<file path="config.mk">
export PLATFORM = sky130hd
export DESIGN_NAME = mem_access_ctrl
export DESIGN_NICKNAME = d
export VERILOG_FILES = /design/src/rtl/cpu_mem_pkg.sv /design/src/rtl/mem_timeout_cnt.sv /design/src/rtl/mem_access_ctrl.sv
export SDC_FILE = /design/constraint.sdc
export NUM_CORES = 1
export LEC_CHECK = 0
export ABC_AREA = 0
export CORE_MARGIN = 5
export CORE_UTILIZATION = 40
export DETAILED_ROUTE_END_ITERATION = 6
export GPL_ROUTABILITY_DRIVEN = 0
export GPL_TIMING_DRIVEN = 1
export HOLD_SLACK_MARGIN = 0.1
export PLACE_DENSITY_LB_ADDON = 0.05
export SKIP_CTS_REPAIR_TIMING = 1
export SYNTH_ARGS = -nofsm -noshare
export SYNTH_HDL_FRONTEND = slang
export SYNTH_SLANG_ARGS = --single-unit
</file>
<file path="constraint.sdc">
create_clock -name clk -period 1.7 [get_ports clk]
set_input_delay 0.17 -clock clk [delete_from_list [all_inputs] [get_ports clk]]
set_output_delay 0.17 -clock clk [all_outputs]
set_load 0.005 [all_outputs]
</file>
<file path="src/rtl/cpu_mem_pkg.sv">
// Shared MEM-stage definitions: FSM encoding, bus width defaults, timeout fill value.
// Latency: n/a (types and constants only).
// Backpressure: n/a.
package cpu_mem_pkg;

  localparam int DATA_W_DEF  = 16;
  localparam int ADDR_W_DEF  = 16;
  localparam int TIMEOUT_DEF = 64;

  // A timed-out load returns all ones so MEM/WB sees an obviously bogus value.
  localparam logic FILL_BIT = 1'b1;

  typedef enum logic [1:0] {
    IDLE    = 2'd0,
    RD_WAIT = 2'd1,
    WR_WAIT = 2'd2,
    DONE    = 2'd3
  } mem_state_t;

endpackage

</file>
<file path="src/rtl/mem_timeout_cnt.sv">
// Bus-wait watchdog: counts enabled cycles, flags expire on the LIMIT-th one.
// Latency: expire is combinational from the count; clear takes effect next cycle.
// Backpressure: none; holds at LIMIT-1 while enable stays high.
module mem_timeout_cnt #(
  parameter int LIMIT = 64
) (
  input  logic clk,
  input  logic rst,
  input  logic clear,
  input  logic enable,
  output logic expire
);

  localparam int CW = ($clog2(LIMIT) > 0) ? $clog2(LIMIT) : 1;

  logic [CW-1:0] cnt;

  assign expire = enable && (cnt == CW'(LIMIT - 1));

  always_ff @(posedge clk or negedge rst) begin
    if (!rst) begin
      cnt <= '0;
    end else if (clear) begin
      cnt <= '0;
    end else if (enable && !expire) begin
      cnt <= cnt + 1'b1;
    end
  end

endmodule

</file>
<file path="src/rtl/mem_access_ctrl.sv">
// MEM-stage data-memory controller: load/store -> registered req/ack bus cycle, stalls upstream while busy.
// Latency: load = issue + >=1 wait + DONE (3 cycles min); non-memory ops pass with zero latency.
// Backpressure: stall held through issue and wait states; MEM_BUS_TIMEOUT_EN adds a wait-cycle watchdog.
module mem_access_ctrl
  import cpu_mem_pkg::*;
#(
  parameter int DATA_W         = DATA_W_DEF,
  parameter int ADDR_W         = ADDR_W_DEF,
  parameter int TIMEOUT_CYCLES = TIMEOUT_DEF
) (
  input  logic              clk,
  input  logic              rst,
  input  logic              in_valid,
  input  logic              memread,
  input  logic              memwrite,
  input  logic [ADDR_W-1:0] addr,
  input  logic [DATA_W-1:0] wdata,
  output logic              bus_req,
  output logic              bus_we,
  output logic [ADDR_W-1:0] bus_addr,
  output logic [DATA_W-1:0] bus_wdata,
  input  logic              bus_ack,
  input  logic [DATA_W-1:0] bus_rdata,
  output logic              stall,
  output logic              read,
  output logic              read_ready,
  output logic [DATA_W-1:0] memout,
  output logic              bus_err
);

  mem_state_t        state, state_nxt;
  logic              req_nxt, we_nxt, read_nxt, rr_nxt;
  logic [ADDR_W-1:0] addr_nxt;
  logic [DATA_W-1:0] wdata_nxt, memout_nxt;
  logic              tmo;

`ifdef MEM_BUS_TIMEOUT_EN
  logic wait_st;

  assign wait_st = (state == RD_WAIT) || (state == WR_WAIT);

  // Held in clear outside the wait states, so every transaction starts from zero.
  mem_timeout_cnt #(
    .LIMIT (TIMEOUT_CYCLES)
  ) u_timeout_cnt (
    .clk    (clk),
    .rst    (rst),
    .clear  (!wait_st),
    .enable (wait_st),
    .expire (tmo)
  );

  always_ff @(posedge clk or negedge rst) begin
    if (!rst) begin
      bus_err <= 1'b0;
    end else begin
      bus_err <= tmo && !bus_ack;
    end
  end
`else
  assign tmo     = 1'b0;
  assign bus_err = 1'b0;
`endif

  always_comb begin
    state_nxt  = state;
    req_nxt    = bus_req;
    we_nxt     = bus_we;
    addr_nxt   = bus_addr;
    wdata_nxt  = bus_wdata;
    memout_nxt = memout;
    read_nxt   = 1'b0;
    rr_nxt     = 1'b0;
    stall      = 1'b0;
    case (state)
      IDLE: begin
        // Load wins when both flags are set; the store is dropped.
        if (in_valid && memread) begin
          stall     = 1'b1;
          state_nxt = RD_WAIT;
          req_nxt   = 1'b1;
          we_nxt    = 1'b0;
          addr_nxt  = addr;
          read_nxt  = 1'b1;
        end else if (in_valid && memwrite) begin
          stall     = 1'b1;
          state_nxt = WR_WAIT;
          req_nxt   = 1'b1;
          we_nxt    = 1'b1;
          addr_nxt  = addr;
          wdata_nxt = wdata;
        end
      end
      RD_WAIT: begin
        stall = 1'b1;
        if (bus_ack) begin
          memout_nxt = bus_rdata;
          req_nxt    = 1'b0;
          rr_nxt     = 1'b1;
          state_nxt  = DONE;
        end else if (tmo) begin
          memout_nxt = {DATA_W{FILL_BIT}};
          req_nxt    = 1'b0;
          rr_nxt     = 1'b1;
          state_nxt  = DONE;
        end
      end
      WR_WAIT: begin
        stall = 1'b1;
        if (bus_ack || tmo) begin
          req_nxt   = 1'b0;
          state_nxt = DONE;
        end
      end
      // in_valid still shows the finished op here; upstream advances at the end of this cycle.
      DONE:    state_nxt = IDLE;
      default: state_nxt = IDLE;
    endcase
  end

  always_ff @(posedge clk or negedge rst) begin
    if (!rst) begin
      state      <= IDLE;
      bus_req    <= 1'b0;
      bus_we     <= 1'b0;
      bus_addr   <= '0;
      bus_wdata  <= '0;
      read       <= 1'b0;
      read_ready <= 1'b0;
      memout     <= '0;
    end else begin
      state      <= state_nxt;
      bus_req    <= req_nxt;
      bus_we     <= we_nxt;
      bus_addr   <= addr_nxt;
      bus_wdata  <= wdata_nxt;
      read       <= read_nxt;
      read_ready <= rr_nxt;
      memout     <= memout_nxt;
    end
  end

endmodule
</file>
==> GITHUB_STEP_SUMMARY <==
## Implementation flow summary

| Metric | Value |
|---|---|
| Fp_density | 40.5% |
| RSZ-0062 raised after global routing | no |
| Slew @ Worst Pin | 0.544 ns |
| Critical Path Source Type | flop |
| Site Rows | 27 |
| Synth cell types | 23 |
| Initial DRT Pass Iterations | 4 |
| Nets | 312 |
| Largest net degree at the start of global routing | 34 |
| Total global routing overflow | 0 |
| WP data required | 1.53 ns |
| PortBufs | 106 |
| Max-Cap Viols | 0 |
| P per Cell Area | 1680 nW/um2 |
| Cell Area, Synth | 2200 um2 |
| Count of pins over their slew limit | 0 |
| Dpl cell area | 3420 um2 |
| CTS tree | built |
| N_diodes | 0 |
| Worst-path maximum fanout | 4 |
| Clock root buffer | clkbuf_8 |
| Run status | completed |
| Most instantiated logic cells after routing | 104 x clkdlybuf4s50_1, 54 x dfrtp_1, 32 x mux2_2 |
| Iter 0 DRT Violations | 46 |
| Most frequent logic cell in the layout | clkdlybuf4s50_1 |
| Width of the chip | 84.2 um |
| Vias per inst | 4.69 |
| Register share after synthesis | 61.3% |
| Die height | 84.2 um |
| Total CTS buffers | 5 |
| Cell area after layout | 3560 um2 |
## cell families (layout without fill, tap and decap cells)
kind of cell               Yosys count  after routing  share of synthesized area [%]
DFF                                 54             54                           61.3
muxes                               50             50                           28.4
AOI/OAI and AO/OA                    8              8                           3.06
and+or+nand+nor                      8              8                           2.55
buffers and inverters                8            130                           2.27
adders and majority gates            4              4                           2.27
other                                1              1                          0.170
## sequential cells by signal, summed over array words and instances, names as in the netlist
name        count
bus_wdata      16
bus_req         1
read_ready      1
bus_we          1
bus_addr       16
state           2
memout         16
read            1
## stage by stage
step,TNS (ns),setup WS (ns),util [%]
final,0,0.141,65.5
after global routing,0,0.0294,65.5
after CTS,-1.11,-0.293,64.8
after detailed placement,-0.694,-0.0582,62.8
after global placement,-0.272,-0.0258,62.8
after floorplan,0,0.140,-
## final cells by class
| type | instances | area (um2) | area share [%] |
|---|---|---|---|
| sequential | 54 | 1350 | 37.9 |
| multi-input combinational | 71 | 806 | 22.6 |
| clock buffer | 6 | 72.6 | 2.04 |
| clock inverter | 2 | 37.5 | 1.05 |
| timing repair buffer | 118 | 1190 | 33.4 |
| inverter | 4 | 15.0 | 0.422 |
| tap | 72 | 90.1 | 2.53 |
## synth_stat cells, drive strengths merged
| library cell | number | area [um2] |
|---|---|---|
| inv | 4 | 15.0 |
| conb | 1 | 3.75 |
| nor2b | 1 | 6.26 |
| o211ai | 1 | 21.3 |
| nand2 | 3 | 11.3 |
| a21oi | 2 | 13.8 |
| dfrtp | 54 | 1350 |
| ha | 4 | 50.1 |
| mux2 | 49 | 616 |
| a211o | 1 | 8.76 |
| buf | 4 | 35.0 |
| and3 | 1 | 6.26 |
| nand3 | 1 | 5.00 |
| o21ai | 3 | 15.0 |
| mux2i | 1 | 10.0 |
| nand4b | 1 | 23.8 |
| nor2 | 1 | 3.75 |
| a22o | 1 | 8.76 |
## per-layer routing
layer / global-route usage, % / up-vias / part of all wire [%]
met5: 0 / - / 0
met4: 4.68 / 0 / 1.1
met3: 5.00 / 6 / 7.3
met2: 27.1 / 59 / 53
met1: 16.6 / 765 / 39
li1: - / 703 / -
## where the power goes
part / internal [uW] / switching, uW
Clock: 440 / 405
Combinational: 2030 / 851
Sequential: 1920 / 321
Total: 4390 / 1580
## worst paths after layout
| path | slack (ns) | start | cells after the start | endpoint |
|---|---|---|---|---|
| max in group asynchronous | 0.76 | rst | 3 | bus_wdata[10] |
| worst max-delay path | 0.14 | state[1] | 5 | stall |
| min in group clk | 0.47 | bus_rdata[11] | 2 | memout[11] |
| worst min-delay path | 0.37 | rst | 2 | bus_addr[9] |
| worst min register to register | 0.49 | bus_we | 2 | bus_we |
| worst max register to register | 0.17 | state[0] | 6 | bus_wdata[12] |
Fig. 1: logic cells by family
Drawn at 4 px/um.
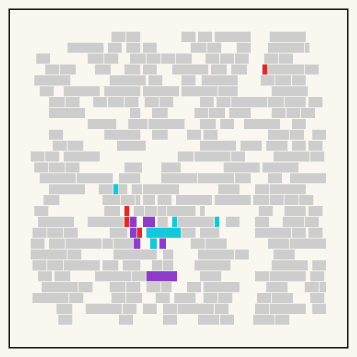
colour	family	cells
purple	inverting AOI/OAI gates	6
red	inverters	4
cyan	NAND gates	5

Fig. 2: I/O nets highlighted
Drawn at 6 px/um.
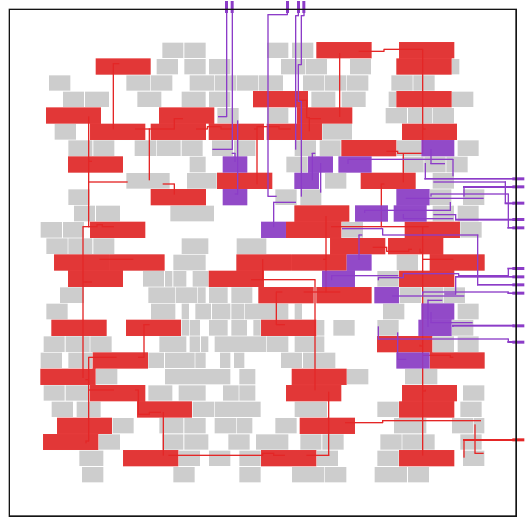
colour	port	direction	edge	end cells	buffers	wire
red	rst	input	right	54	3	442 um
purple	wdata	input	11 right, 5 top	16	16	486 um

Power figures rest on the tool's default switching activity, not on a simulated workload.
